### config.mk
export PLATFORM = sky130hd
export DESIGN_NAME = mem_port_arbiter
export DESIGN_NICKNAME = d
export VERILOG_FILES = /design/src/rtl/mem_arb_pkg.sv /design/src/rtl/mem_arb_id_fifo.sv /design/src/rtl/mem_port_arbiter.sv
export SDC_FILE = /design/constraint.sdc
export NUM_CORES = 1
export LEC_CHECK = 0
export CORE_AREA = 3 3 119 121
export DETAILED_ROUTE_END_ITERATION = 10
export DIE_AREA = 0 0 122 124
export PLACE_DENSITY = 0.74
export SETUP_SLACK_MARGIN = 0.3
export SYNTH_ARGS = -nofsm -noshare
export SYNTH_HDL_FRONTEND = slang
export SYNTH_SLANG_ARGS = --single-unit
### constraint.sdc
create_clock -name clock -period 5.7 [get_ports clock]
set_input_delay 0.57 -clock clock [delete_from_list [all_inputs] [get_ports clock]]
set_output_delay 0.57 -clock clock [all_outputs]
set_load 0.05 [all_outputs]
### src/rtl/mem_arb_pkg.sv
// rtl/mem_arb_pkg.sv - shared types and helpers for the memory-port arbiter
package mem_arb_pkg;

    // Kind of a registered downstream request; encoding matches the m_write pin.
    typedef enum logic {
        REQ_READ  = 1'b0,
        REQ_WRITE = 1'b1
    } req_kind_e;

    // Width of a channel index; at least one bit so the ID FIFO always has a field.
    function automatic int ch_w(input int num_ch);
        return (num_ch <= 2) ? 1 : $clog2(num_ch);
    endfunction

    // Round-robin successor of a channel index.
    function automatic int rr_next(input int ptr, input int num_ch);
        return (ptr + 1 >= num_ch) ? 0 : ptr + 1;
    endfunction

endpackage

### src/rtl/mem_arb_id_fifo.sv
// rtl/mem_arb_id_fifo.sv - FIFO of channel IDs for reads awaiting a response
module mem_arb_id_fifo #(
    parameter  int DEPTH = 4,
    parameter  int WIDTH = 1,
    localparam int PTR_W = $clog2(DEPTH),
    localparam int CNT_W = PTR_W + 1
) (
    input  logic             clk_i,
    input  logic             rst_ni,
    input  logic             push_i,
    input  logic [WIDTH-1:0] push_data_i,
    input  logic             pop_i,
    output logic             full_o,
    output logic             empty_o,
    output logic [WIDTH-1:0] head_o,
    output logic [CNT_W-1:0] count_o
);

    logic [WIDTH-1:0] mem_q [DEPTH];
    logic [PTR_W-1:0] wr_ptr_q;
    logic [PTR_W-1:0] rd_ptr_q;
    logic [CNT_W-1:0] cnt_q;

    // Pointers wrap naturally because DEPTH is a power of two.
    always_ff @(posedge clk_i or negedge rst_ni) begin
        if (!rst_ni) begin
            wr_ptr_q <= '0;
            rd_ptr_q <= '0;
            cnt_q    <= '0;
        end else begin
            if (push_i) wr_ptr_q <= wr_ptr_q + 1'b1;
            if (pop_i)  rd_ptr_q <= rd_ptr_q + 1'b1;
            case ({push_i, pop_i})
                2'b10:   cnt_q <= cnt_q + 1'b1;
                2'b01:   cnt_q <= cnt_q - 1'b1;
                default: cnt_q <= cnt_q;
            endcase
        end
    end

    // Entry storage; contents are meaningless while count is zero, so no reset.
    always_ff @(posedge clk_i) begin
        if (push_i) mem_q[wr_ptr_q] <= push_data_i;
    end

    assign full_o  = (cnt_q == CNT_W'(DEPTH));
    assign empty_o = (cnt_q == '0);
    assign head_o  = mem_q[rd_ptr_q];
    assign count_o = cnt_q;

endmodule

### src/rtl/mem_port_arbiter.sv
// rtl/mem_port_arbiter.sv - round-robin merge of request/response channels onto one memory port
module mem_port_arbiter
    import mem_arb_pkg::*;
#(
    parameter int ADDR_W    = 32,
    parameter int DATA_W    = 32,
    parameter int NUM_CH    = 2,
    parameter int MAX_OUTST = 4
) (
    input  logic                     clock,
    input  logic                     reset,
    input  logic [NUM_CH*ADDR_W-1:0] ch_m_address,
    input  logic [NUM_CH*DATA_W-1:0] ch_m_data,
    input  logic [NUM_CH-1:0]        ch_m_write,
    input  logic [NUM_CH-1:0]        ch_m_valid,
    output logic [NUM_CH-1:0]        ch_m_ready,
    output logic [NUM_CH*DATA_W-1:0] ch_s_data,
    output logic [NUM_CH-1:0]        ch_s_valid,
    input  logic [NUM_CH-1:0]        ch_s_ready,
    output logic [ADDR_W-1:0]        m_address,
    output logic [DATA_W-1:0]        m_data,
    output logic                     m_write,
    output logic                     m_valid,
    input  logic                     m_ready,
    input  logic [DATA_W-1:0]        s_data,
    input  logic                     s_valid,
    output logic                     s_ready,
    output logic                     err_orphan
);

    localparam int CH_W  = ch_w(NUM_CH);
    localparam int CNT_W = $clog2(MAX_OUTST) + 1;

    typedef logic [CH_W-1:0] ch_id_t;

    typedef struct packed {
        logic [ADDR_W-1:0] addr;
        logic [DATA_W-1:0] data;
        req_kind_e         kind;
    } req_t;

    req_t        req_q, req_d;
    logic        m_valid_q, m_valid_d;
    ch_id_t      rr_q, rr_d;
    logic        err_q, err_d;

    logic [NUM_CH-1:0] eligible;
    logic              gnt_found;
    ch_id_t            gnt_id;
    int                scan_idx;
    logic              slot_free;
    logic              accept;

    logic              fifo_push, fifo_pop, fifo_full, fifo_empty;
    ch_id_t            fifo_head;
    logic [CNT_W-1:0]  fifo_cnt;

    assign slot_free = !m_valid_q || m_ready;
    assign accept    = gnt_found && slot_free;

    // Round-robin pick: first eligible channel at or after the rr pointer.
    // Read eligibility looks only at the registered count, so a response
    // popping this cycle never frees a slot for a read in the same cycle.
    always_comb begin
        eligible  = '0;
        gnt_found = 1'b0;
        gnt_id    = '0;
        scan_idx  = 0;
        for (int i = 0; i < NUM_CH; i++) begin
            eligible[i] = ch_m_valid[i] && (ch_m_write[i] || fifo_cnt < CNT_W'(MAX_OUTST));
        end
        for (int k = 0; k < NUM_CH; k++) begin
            scan_idx = int'(rr_q) + k;
            if (scan_idx >= NUM_CH) scan_idx = scan_idx - NUM_CH;
            if (!gnt_found && eligible[ch_id_t'(scan_idx)]) begin
                gnt_found = 1'b1;
                gnt_id    = ch_id_t'(scan_idx);
            end
        end
    end

    // Upstream ready is one-hot to the granted channel, only when the output slot can take it.
    always_comb begin
        ch_m_ready = '0;
        if (accept) ch_m_ready[gnt_id] = 1'b1;
    end

    // Next state of the request register and rr pointer.
    always_comb begin
        req_d     = req_q;
        m_valid_d = m_valid_q;
        rr_d      = rr_q;
        if (accept) begin
            req_d.addr = ch_m_address[int'(gnt_id)*ADDR_W +: ADDR_W];
            req_d.data = ch_m_data[int'(gnt_id)*DATA_W +: DATA_W];
            req_d.kind = req_kind_e'(ch_m_write[gnt_id]);
            m_valid_d  = 1'b1;
            rr_d       = ch_id_t'(rr_next(int'(gnt_id), NUM_CH));
        end else if (m_ready) begin
            m_valid_d = 1'b0;
        end
    end

    // Response demux: route to the oldest outstanding reader, swallow orphans.
    always_comb begin
        ch_s_valid = '0;
        s_ready    = 1'b1;
        fifo_pop   = 1'b0;
        err_d      = err_q;
        if (!fifo_empty) begin
            ch_s_valid[fifo_head] = s_valid;
            s_ready               = ch_s_ready[fifo_head];
            fifo_pop              = s_valid && ch_s_ready[fifo_head];
        end else if (s_valid) begin
            err_d = 1'b1;
        end
    end

    // Request register, rr pointer and sticky orphan flag.
    always_ff @(posedge clock or negedge reset) begin
        if (!reset) begin
            req_q     <= '0;
            m_valid_q <= 1'b0;
            rr_q      <= '0;
            err_q     <= 1'b0;
        end else begin
            req_q     <= req_d;
            m_valid_q <= m_valid_d;
            rr_q      <= rr_d;
            err_q     <= err_d;
        end
    end

    // Only reads expect a response; full is already excluded by eligibility.
    assign fifo_push = accept && !ch_m_write[gnt_id] && !fifo_full;

    mem_arb_id_fifo #(
        .DEPTH (MAX_OUTST),
        .WIDTH (CH_W)
    ) u_id_fifo (
        .clk_i       (clock),
        .rst_ni      (reset),
        .push_i      (fifo_push),
        .push_data_i (gnt_id),
        .pop_i       (fifo_pop),
        .full_o      (fifo_full),
        .empty_o     (fifo_empty),
        .head_o      (fifo_head),
        .count_o     (fifo_cnt)
    );

    assign m_address  = req_q.addr;
    assign m_data     = req_q.data;
    assign m_write    = (req_q.kind == REQ_WRITE);
    assign m_valid    = m_valid_q;
    assign ch_s_data  = {NUM_CH{s_data}};
    assign err_orphan = err_q;

endmodule
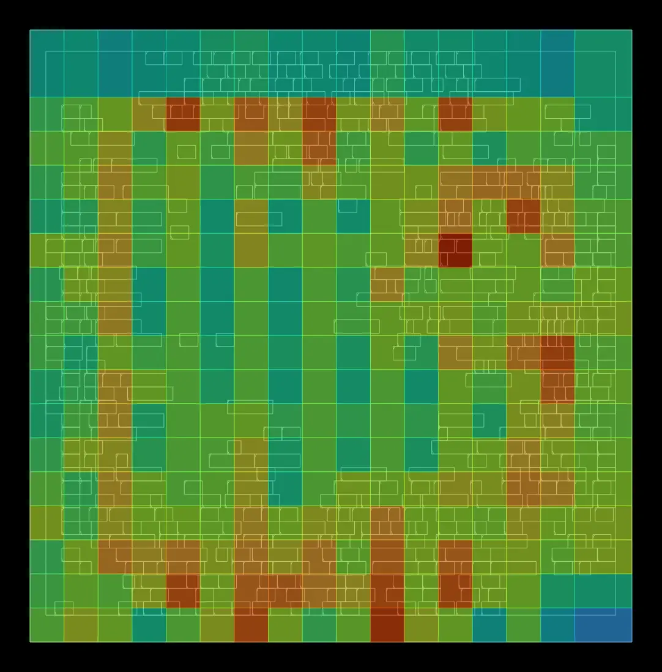
Fig. 1. Routing congestion map.
final core occ: 46.8%
GRT met3 Usage: 5.04%
met2 usage: 27.4%
GRT Overall Usage: 15.7%
met1 GRT Util: 18.8%

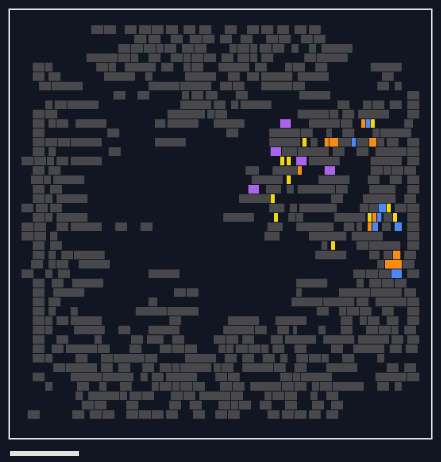
Fig. 2. Gate families picked out.
Scale bar: 20 um.
legend:
  NOR gates:
    color: orange
    cells: 9
  XOR/XNOR gates:
    color: purple
    cells: 5
  NAND gates:
    color: blue
    cells: 7
    where: middle right
  inverters:
    color: yellow
    cells: 11
most numerous logic cell after layout: clkdlybuf4s50_1
Non-Filler Instances: 673
combinational share of cell area: 24.1%

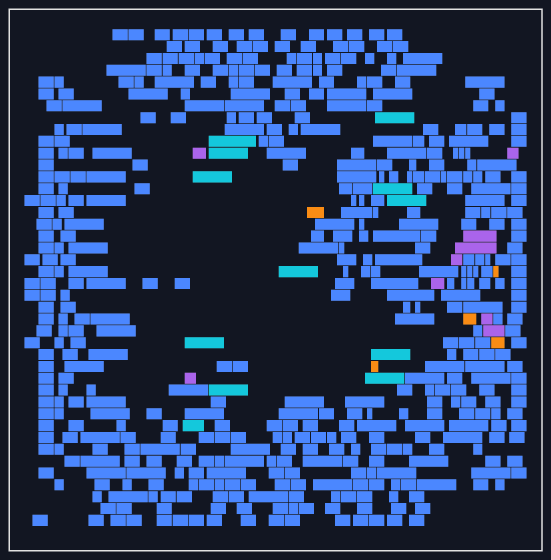
Fig. 3. Cell sizes after repair.
legend:
  drive 1 or less:
    color: blue
    cells: 471
  drive 2:
    color: orange
    cells: 5
  drive 6 and up:
    color: cyan
    cells: 12
  drive 3 to 4:
    color: purple
    cells: 9

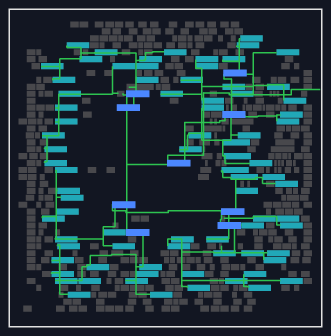
Fig. 4. Clock network drawn from the DEF.
legend:
  clock wires:
    color: green
    length: 1,110 um
  cells driving clock nets:
    color: blue
    count: 9
  flip-flops:
    color: cyan
    count: 79
flops lie: spread over the die

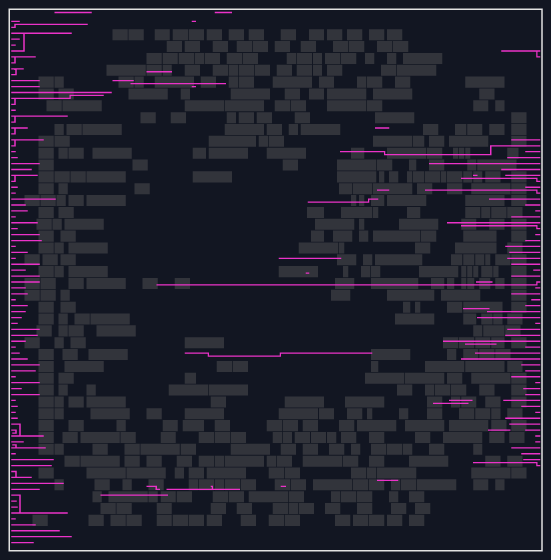
Fig. 5. Met3 routing.
wire length on this layer: 1,170 um
longest straight run: 87.2 um
share of all routed wire: 9.4%
main direction: horizontal
nets with wire on the layer: 137
routed vias: 3,414
WL final: 12.5 mm

==> results.sh <==
# source this file to load flow results
export IMPL_outcome="finished, final reports clean"
export IMPL_fp_util_pct=31.6
export IMPL_top_layer_used="met4"
export IMPL_placed_cell_area_um2=5850
export IMPL_drv_cap=0
export IMPL_yosysWarningCount=0
export IMPL_yosys_stat_cells=361
export IMPL_layout_drive_gt1_share_pct=5.23
export IMPL_cts_reportedPaths_clkPinSlew_ns=0.06
export IMPL_clockBufferDepth=2
export IMPL_worstMarginPinSlew_ns=1.05
export IMPL_r2r_start="u_id_fifo.rd_ptr_q[1]"
export IMPL_edf_count=4
export IMPL_finalHoldViolCount=0
export IMPL_area_growth_syn_to_layout_pct=47.9
export IMPL_tool_warnings=29
export IMPL_cts_setup_buffers=0
export IMPL_period_needed_ns=4.15
export IMPL_grt_max_degree=76
export IMPL_placedCellCount=657
export IMPL_crit_fanout=66
export IMPL_mux_area_share_pct=1.95
export IMPL_cts_root_buf="clkbuf_16"
export IMPL_n_fill_cell=1232
export IMPL_top_cells_by_area="dfrtp_1 45%, a221o_1 15%, buf_4 12%, and3_1 9.6%, edfxtp_1 2.9%"
export IMPL_place_congestion=0.704
export IMPL_grt_pass1_wl_mm=18.8
export IMPL_synth_xor_area_share_pct=1.05
export IMPL_route_met3_wl_mm=1.17
export IMPL_ys_area_um2=4170
export IMPL_gr_max_usage_layer="met2"
export IMPL_synth_area_um2=4170
export IMPL_coreArea_um2=13200
export IMPL_drcViolationCount=0
export IMPL_cts_resized=0
export IMPL_mostFrequentLayoutCells="208 x clkdlybuf4s50_1, 75 x dfrtp_1, 64 x and3_1, 64 x a221o_1"
## state kept, by name (all words and copies together) (netlist names)
name	cells
m_data	32
err_orphan	1
u_id_fifo.wr_ptr_q	2
rr_q	1
u_id_fifo.count_o	3
m_address	32
m_valid	1
m_write	1
u_id_fifo.rd_ptr_q	2
u_id_fifo.mem_q	4
## power breakdown
group | switching, mW | internal, mW
logic | 1.13 | 0.682
registers | 0.150 | 0.796
clock network | 0.225 | 0.378
## Yosys cell counts, types with 2 or more instances
cell type / n
a211oi_1: 2
nand2b_1: 3
buf_4: 66
and2_1: 4
nor2b_1: 2
nand2_1: 3
nor2_1: 5
a221o_1: 64
mux2i_1: 7
clkbuf_1: 12
dfrtp_1: 75
xor2_1: 3
buf_6: 7
ha_1: 5
xnor2_1: 2
a21oi_1: 2
and3_1: 64
clkbuf_2: 6
inv_1: 10
edfxtp_1: 4
## worst max-delay path, cell delays in order
cell and delay (ns):
clkdlybuf4s50_1 0.48, nand2b_2 0.82, and2_4 0.74, clkdlybuf4s50_1 0.93
## final cells by class
class / count / share of cell area [%]
Clock buffer: 12 / 4.34
Clock inverter: 4 / 0.831
Inverter: 11 / 0.669
Multi-Input combinational cell: 180 / 24.1
Sequential cell: 79 / 32.4
Tap cell: 176 / 3.57
Timing Repair Buffer: 211 / 34.1
## through the flow
step,hold slack (ns),setup slack [ns]
floorplan,0.274,3.17
global placement,0.466,1.56
detailed placement,0.470,1.51
CTS,0.427,1.51
global route,0.476,1.32
finish,0.395,1.55
## final timing paths
kind | endpoint | slack [ns]
hold reg to reg | err_orphan | 0.48
hold / removal | m_address[19] | 0.39
min in group clock | err_orphan | 0.48
setup reg to reg | u_id_fifo.count_o[2] | 3.28
max in group asynchronous | m_data[22] | 4.69
setup / recovery | ch_m_ready[1] | 1.55
Power is estimated from default activity; no workload was simulated.
